File: config.mk
export PLATFORM = sky130hd
export DESIGN_NAME = key_filter_flat
export DESIGN_NICKNAME = d
export VERILOG_FILES = /design/src/rtl/key_filter_if.sv /design/src/rtl/key_filter.sv /design/src/flat_wrapper.sv
export SDC_FILE = /design/constraint.sdc
export NUM_CORES = 1
export LEC_CHECK = 0
export CORE_MARGIN = 4
export CORE_UTILIZATION = 58
export DETAILED_ROUTE_END_ITERATION = 8
export GPL_TIMING_DRIVEN = 0
export PLACE_DENSITY = 0.81
export SYNTH_ARGS = -nofsm -noshare
export SYNTH_HDL_FRONTEND = slang
export SYNTH_HIERARCHICAL = 1
export SYNTH_SLANG_ARGS = --single-unit
File: constraint.sdc
create_clock -name clock -period 2.32 [get_ports clock]
set_clock_uncertainty 0.1 [all_clocks]
set_input_delay 0.348 -clock clock [delete_from_list [all_inputs] [get_ports clock]]
set_output_delay 0.348 -clock clock [all_outputs]
set_load 0.03 [all_outputs]
File: src/rtl/key_filter_if.sv
// Key detector <-> key filter signal bundle.
// The master side is the camera key detector / test driver and the slave side is the filter.
interface key_filter_if #(
  parameter int NUM_KEYS = 17
);
  logic                frame_done;
  logic [NUM_KEYS-1:0] key_raw;
  logic [NUM_KEYS-1:0] key_held;
  logic [NUM_KEYS-1:0] key_num;
  logic                key_change;

  modport master (
    output frame_done, key_raw,
    input  key_held, key_num, key_change
  );

  modport slave (
    input  frame_done, key_raw,
    output key_held, key_num, key_change
  );
endinterface

File: src/rtl/key_filter.sv
// Per-key press/release debouncer advanced once per video frame.
// The debounced bitmap is reduced to a registered one-hot lowest-index key.

// One key: two-state hysteresis with a run-length counter.
module key_filter_lane #(
  parameter int PRESS_FRAMES   = 3,
  parameter int RELEASE_FRAMES = 4
) (
  input  logic clock,
  input  logic reset,
  input  logic frame_done_i,
  input  logic raw_i,
  output logic on_o
);
  typedef enum logic {OFF = 1'b0, ON = 1'b1} key_state_e;

  localparam logic [2:0] PRESS_TH   = 3'(PRESS_FRAMES);
  localparam logic [2:0] RELEASE_TH = 3'(RELEASE_FRAMES);

  key_state_e state_q, state_d;
  logic [2:0] cnt_q, cnt_d;
  logic [2:0] cnt_inc;

  // State and run counter registers; reset discards any partial run.
  always_ff @(posedge clock) begin
    if (reset) begin
      state_q <= OFF;
      cnt_q   <= 3'd0;
    end else begin
      state_q <= state_d;
      cnt_q   <= cnt_d;
    end
  end

  // Count the run that opposes the current state; any break restarts it.
  always_comb begin
    state_d = state_q;
    cnt_d   = cnt_q;
    cnt_inc = cnt_q + 3'd1;
    if (frame_done_i) begin
      unique case (state_q)
        OFF: begin
          if (raw_i) begin
            if (cnt_inc == PRESS_TH) begin
              state_d = ON;
              cnt_d   = 3'd0;
            end else begin
              cnt_d = cnt_inc;
            end
          end else begin
            cnt_d = 3'd0;
          end
        end
        ON: begin
          if (!raw_i) begin
            if (cnt_inc == RELEASE_TH) begin
              state_d = OFF;
              cnt_d   = 3'd0;
            end else begin
              cnt_d = cnt_inc;
            end
          end else begin
            cnt_d = 3'd0;
          end
        end
        default: begin
          state_d = OFF;
          cnt_d   = 3'd0;
        end
      endcase
    end
  end

  assign on_o = (state_q == ON);
endmodule

module key_filter #(
  parameter int NUM_KEYS       = 17,
  parameter int PRESS_FRAMES   = 3,
  parameter int RELEASE_FRAMES = 4
) (
  input  logic    clock,
  input  logic    reset,
  key_filter_if.slave bus
);
  logic [NUM_KEYS-1:0] key_held;
  logic [NUM_KEYS-1:0] key_num_d, key_num_q;
  logic                key_change_d, key_change_q;

  for (genvar i = 0; i < NUM_KEYS; i++) begin : g_lane
    key_filter_lane #(
      .PRESS_FRAMES  (PRESS_FRAMES),
      .RELEASE_FRAMES(RELEASE_FRAMES)
    ) u_lane (
      .clock       (clock),
      .reset       (reset),
      .frame_done_i(bus.frame_done),
      .raw_i       (bus.key_raw[i]),
      .on_o        (key_held[i])
    );
  end

  // Two's-complement trick isolates the lowest held key; zero stays zero.
  always_comb begin
    key_num_d    = key_held & (~key_held + {{(NUM_KEYS-1){1'b0}}, 1'b1});
    key_change_d = (key_num_d != key_num_q);
  end

  // key_num and its change pulse land on the same edge.
  always_ff @(posedge clock) begin
    if (reset) begin
      key_num_q    <= '0;
      key_change_q <= 1'b0;
    end else begin
      key_num_q    <= key_num_d;
      key_change_q <= key_change_d;
    end
  end

  assign bus.key_held   = key_held;
  assign bus.key_num    = key_num_q;
  assign bus.key_change = key_change_q;
endmodule

File: src/flat_wrapper.sv
// flat-port wrapper written by rule: the top's interface ports become plain ports
module key_filter_flat 
#(
  parameter int NUM_KEYS       = 17,
  parameter int PRESS_FRAMES   = 3,
  parameter int RELEASE_FRAMES = 4
)
  (clock, reset, bus_frame_done, bus_key_raw, bus_key_held, bus_key_num, bus_key_change);
  key_filter_if #(.NUM_KEYS(NUM_KEYS)) bus_i ();
  input  logic clock;
  input  logic reset;
  input wire logic [$bits(bus_i.frame_done)-1:0] bus_frame_done;
  input wire logic [$bits(bus_i.key_raw)-1:0] bus_key_raw;
  output wire logic [$bits(bus_i.key_held)-1:0] bus_key_held;
  output wire logic [$bits(bus_i.key_num)-1:0] bus_key_num;
  output wire logic [$bits(bus_i.key_change)-1:0] bus_key_change;
  assign bus_i.frame_done = bus_frame_done;
  assign bus_i.key_raw = bus_key_raw;
  assign bus_key_held = bus_i.key_held;
  assign bus_key_num = bus_i.key_num;
  assign bus_key_change = bus_i.key_change;
  key_filter #(.NUM_KEYS(NUM_KEYS), .PRESS_FRAMES(PRESS_FRAMES), .RELEASE_FRAMES(RELEASE_FRAMES)) u_core (.clock(clock), .reset(reset), .bus(bus_i));
endmodule
==> images/gate_families.png <==
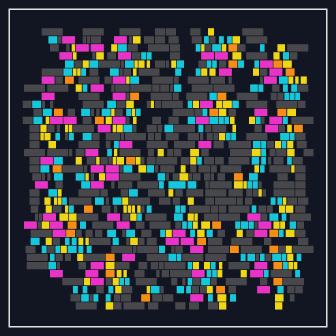
[inverting AOI/OAI gates] cyan | cells: 160 | most used: a21oi_1 | where: spread over the die
[XOR/XNOR gates] orange | cells: 29 | most used: xnor2_1 | where: spread over the die
[adder and majority cells] magenta | cells: 58 | most used: ha_1 | where: spread over the die
[NAND gates] yellow | cells: 135 | most used: nand2b_1 | where: spread over the die

==> images/registers.png <==
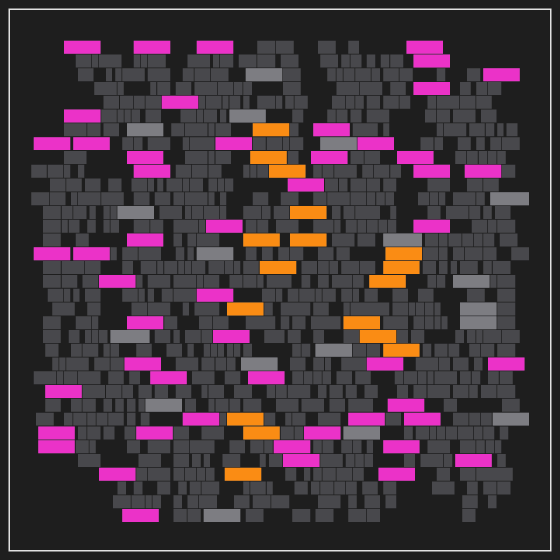
[u_core/bus.key_num] orange | sequential cells: 17
[u_core/g_lane.u_lane/cnt_q] magenta | sequential cells: 51 | where: spread over the die
not colored: 18

==> tab_implementation.tex <==
% Synthesis and place-and-route results
\begin{tabular}{lr}
\hline
Metric & Value \\
\hline
\multicolumn{2}{l}{\textbf{Final timing}} \\
\quad Post-route worst hold slack & $\sim$400 ps \\
\quad Final Hold Vio Count & 0 \\
\quad Slew of the pin with the lowest slew margin & $\sim$900 ps \\
\quad Setup slack of the critical path after layout & 152 ps \\
\quad Share of the cycle needed by the critical path after routing & approximately 93\% \\
\quad Final TNS setup & 0 ps \\
\quad Max-slew headroom & about 40\% \\
\quad Number of pins exceeding their max-slew limit in the final report & 0 \\
\quad Final number of setup-violating endpoints & 0 \\
\quad RSZ-0062 raised after global routing & no \\
\quad Final critical-path required period & $\sim$2200 ps \\
\multicolumn{2}{l}{\textbf{Floorplan}} \\
\quad Die boundary height & 107 um \\
\quad Number of rows created at floorplan & 35 \\
\quad Floorplan die width & roughly 110 um \\
\quad Well-tap cell count & 129 \\
\quad Count of pins on the block boundary & $\sim$55 \\
\quad Core Area & 9370 sq um \\
\quad Init Core Util & 60.2\% \\
\multicolumn{2}{l}{\textbf{Final layout}} \\
\quad Most common cell after layout, fill and taps aside & dfxtp\_1 \\
\quad Post-route cell area & about 6500 sq um \\
\quad Fill cell count & about 770 \\
\quad Comb/total area & $\sim$57\% \\
\quad Fin cells & 847 \\
\quad Proportion of layout cells with a drive suffix above 1 & slightly below 9\% \\
\quad Layout clock area frac & approximately 2.5\% \\
\quad Area Growth Syn to Fin & 16.0\% \\
\quad Area used by multi-input combinational logic & $\sim$3700 sq um \\
\quad Top logic cells by instance count in the layout & 83 x dfxtp\_1, 58 x ha\_1, 52 x clkdlybuf4s50\_1 \\
\quad Final antenna diode count & 0 \\
\quad Leading cell kind & combinational gates \\
\quad Number of logic gates & a little over 500 \\
\quad Seq Cell Count & 86 \\
\multicolumn{2}{l}{\textbf{Pwr}} \\
\quad Sequential cell power & $\sim$1.6 mW \\
\quad Ratio of total power to cell area & between 400 and 500 nW/um\^{}2 \\
\quad Static Leakage & about 2.5 nW \\
\quad Flop pwr share & 53.6\% \\
\quad Clock power share & roughly 30\% \\
\quad Net Sw Frac & between 20 and 30\% \\
\quad Switching power of the nets & around 0.8 mW \\
\quad Power, Total & 2.97 mW \\
\quad Combinational Power Share & roughly 16\% \\
\quad Total clock network power & 0.908 mW \\
\quad Worst ir drop on vdd & 0.000285 V \\
\quad Top power consumer group & registers \\
\multicolumn{2}{l}{\textbf{Worst setup path}} \\
\quad Instance count on the critical path & 1 \\
\quad Critical Path End Type & output pin \\
\quad Startpoint types & flip-flop \\
\quad Endpoint of the most critical register-to-register path & u\_core/bus.key\_change\$\_SDFF\_PP0\_ \\
\quad Crit Path Class & reg -> out \\
\quad Required time reported for the critical path endpoint & 1870 ps \\
\quad Crit-path leading delay family & buffers and inverters \\
\quad Slowest stage delay, CP & 760 ps \\
\quad Critical Path Start & u\_core/g\_lane[5].u\_lane/on\_o\$\_SDFFE\_PP0P\_ \\
\quad Destination of the critical timing path & bus\_key\_held[5] \\
\quad Reg-to-reg critical path startpoint & u\_core/g\_lane[4].u\_lane/on\_o\$\_SDFFE\_PP0P\_ \\
\multicolumn{2}{l}{\textbf{Logic synthesis}} \\
\quad Yosys warns & 6 \\
\quad Total nets after synthesis & 726 \\
\quad Most used standard cells in the synthesized netlist & 86 x dfxtp\_1, 58 x ha\_1, 45 x nand2b\_1, 42 x nand2\_1, 41 x a21oi\_1 \\
\quad Average size of a mapped cell & 8.71 sq um \\
\quad Async SR Flop Fraction & 0\% \\
\quad Cell Type Count & 54 \\
\quad Post-synthesis cell type with the largest combined area & dfxtp\_1 \\
\quad Synth Seq Share & 30.5\% \\
\quad Synth Register Bits & around 86 \\
\quad Dominant Register Cell & dfxtp\_1 \\
\quad Biggest area cells & dfxtp\_1 31\%, ha\_1 13\%, nand2b\_1 5.0\% \\
\quad Leading cell type by number of instances after synthesis & dfxtp\_1 \\
\quad Number of enable flip-flop cells & 0 \\
\quad Portion of synthesized cell area occupied by the leading cell type & 30.5\% \\
\quad Gate count after technology mapping & 648 \\
\quad Synthesized cell area & 5640 sq um \\
\quad Ys cells & 648 \\
\multicolumn{2}{l}{\textbf{Drt}} \\
\quad Detailed router's first-iteration violation count & 234 \\
\quad Number of vias per cell after detailed routing & between 5 and 6 \\
\quad Final wirelength & 12100 um \\
\quad First-pass iteration count of the detailed router & 5 \\
\quad DRC viols & 0 \\
\quad Routed via count & between 4000 and 5000 \\
\quad Routed wirelength normalized by instance count & $\sim$14 um \\
\multicolumn{2}{l}{\textbf{GRT}} \\
\quad All-Layer GR Usage & between 20 and 25\% \\
\quad Global-route wire length before repair & 20800 um \\
\quad Busiest grt layer & met2 \\
\quad Met1 track utilization from global routing & 26.4\% \\
\quad Initial antenna violation count & 0 \\
\quad Sum of overflow across all layers after global routing & 0 \\
\multicolumn{2}{l}{\textbf{Clock tree}} \\
\quad Post-CTS Setup Repair Bufs & 0 \\
\quad Clock latency on the worst-skew pair & around 350 ps \\
\quad CTS tree & yes \\
\quad Number of gates resized after CTS & 0 \\
\quad CTS Root Buffer Type & clkbuf\_8 \\
\quad Hold Buf Count CTS & 0 \\
\quad Largest buffer count on any clock path & 2 \\
\multicolumn{2}{l}{\textbf{Min path}} \\
\quad Classification of the worst-slack hold path & reg -> reg \\
\quad Hold path depth & 2 \\
\multicolumn{2}{l}{\textbf{Job}} \\
\quad Max-cap violation count & 0 \\
\quad Number of warnings in the stage logs & approximately 60 \\
\multicolumn{2}{l}{\textbf{Placed design}} \\
\quad Number of buffers inserted by port buffering & 54 \\
\quad HPWL Detailed & 8640 um \\
\quad Placed standard-cell area & between 6000 and 7000 sq um \\
\quad Global placer's final weighted congestion & 0.820 \\
\quad Placement-stage worst setup slack & roughly 180 ps \\
\multicolumn{2}{l}{\textbf{Status}} \\
\quad Run status & completed \\
\hline
\end{tabular}
-- cell families (layout without fill, tap and decap cells) --
logic type,after synthesis,count (layout),synth area share (%)
and+or+nand+nor,264,264,29.8
muxes,1,1,0.200
xor gates and xnor gates,29,29,4.50
AOI/OAI and AO/OA,162,162,18.4
buffers and inverters,48,118,3.73
DFF,86,86,30.5
adders and majority gates,58,58,12.9
-- routing by layer --
metal	wire (um)	up-vias	part of all wire [%]
met5	0	-	0
met4	151	0	1.3
met3	443	14	3.7
met2	6090	88	50
met1	5380	2319	45
li1	-	2464	-
-- registers in the layout, indices dropped and copies added (netlist names) --
| name | count |
|---|---|
| u_core/bus.key_num | 17 |
| u_core/bus.key_change | 1 |
| u_core/g_lane.u_lane/on_o | 17 |
| u_core/g_lane.u_lane/cnt_q | 51 |
No activity file was given, so power comes from the tool's default toggle rates.
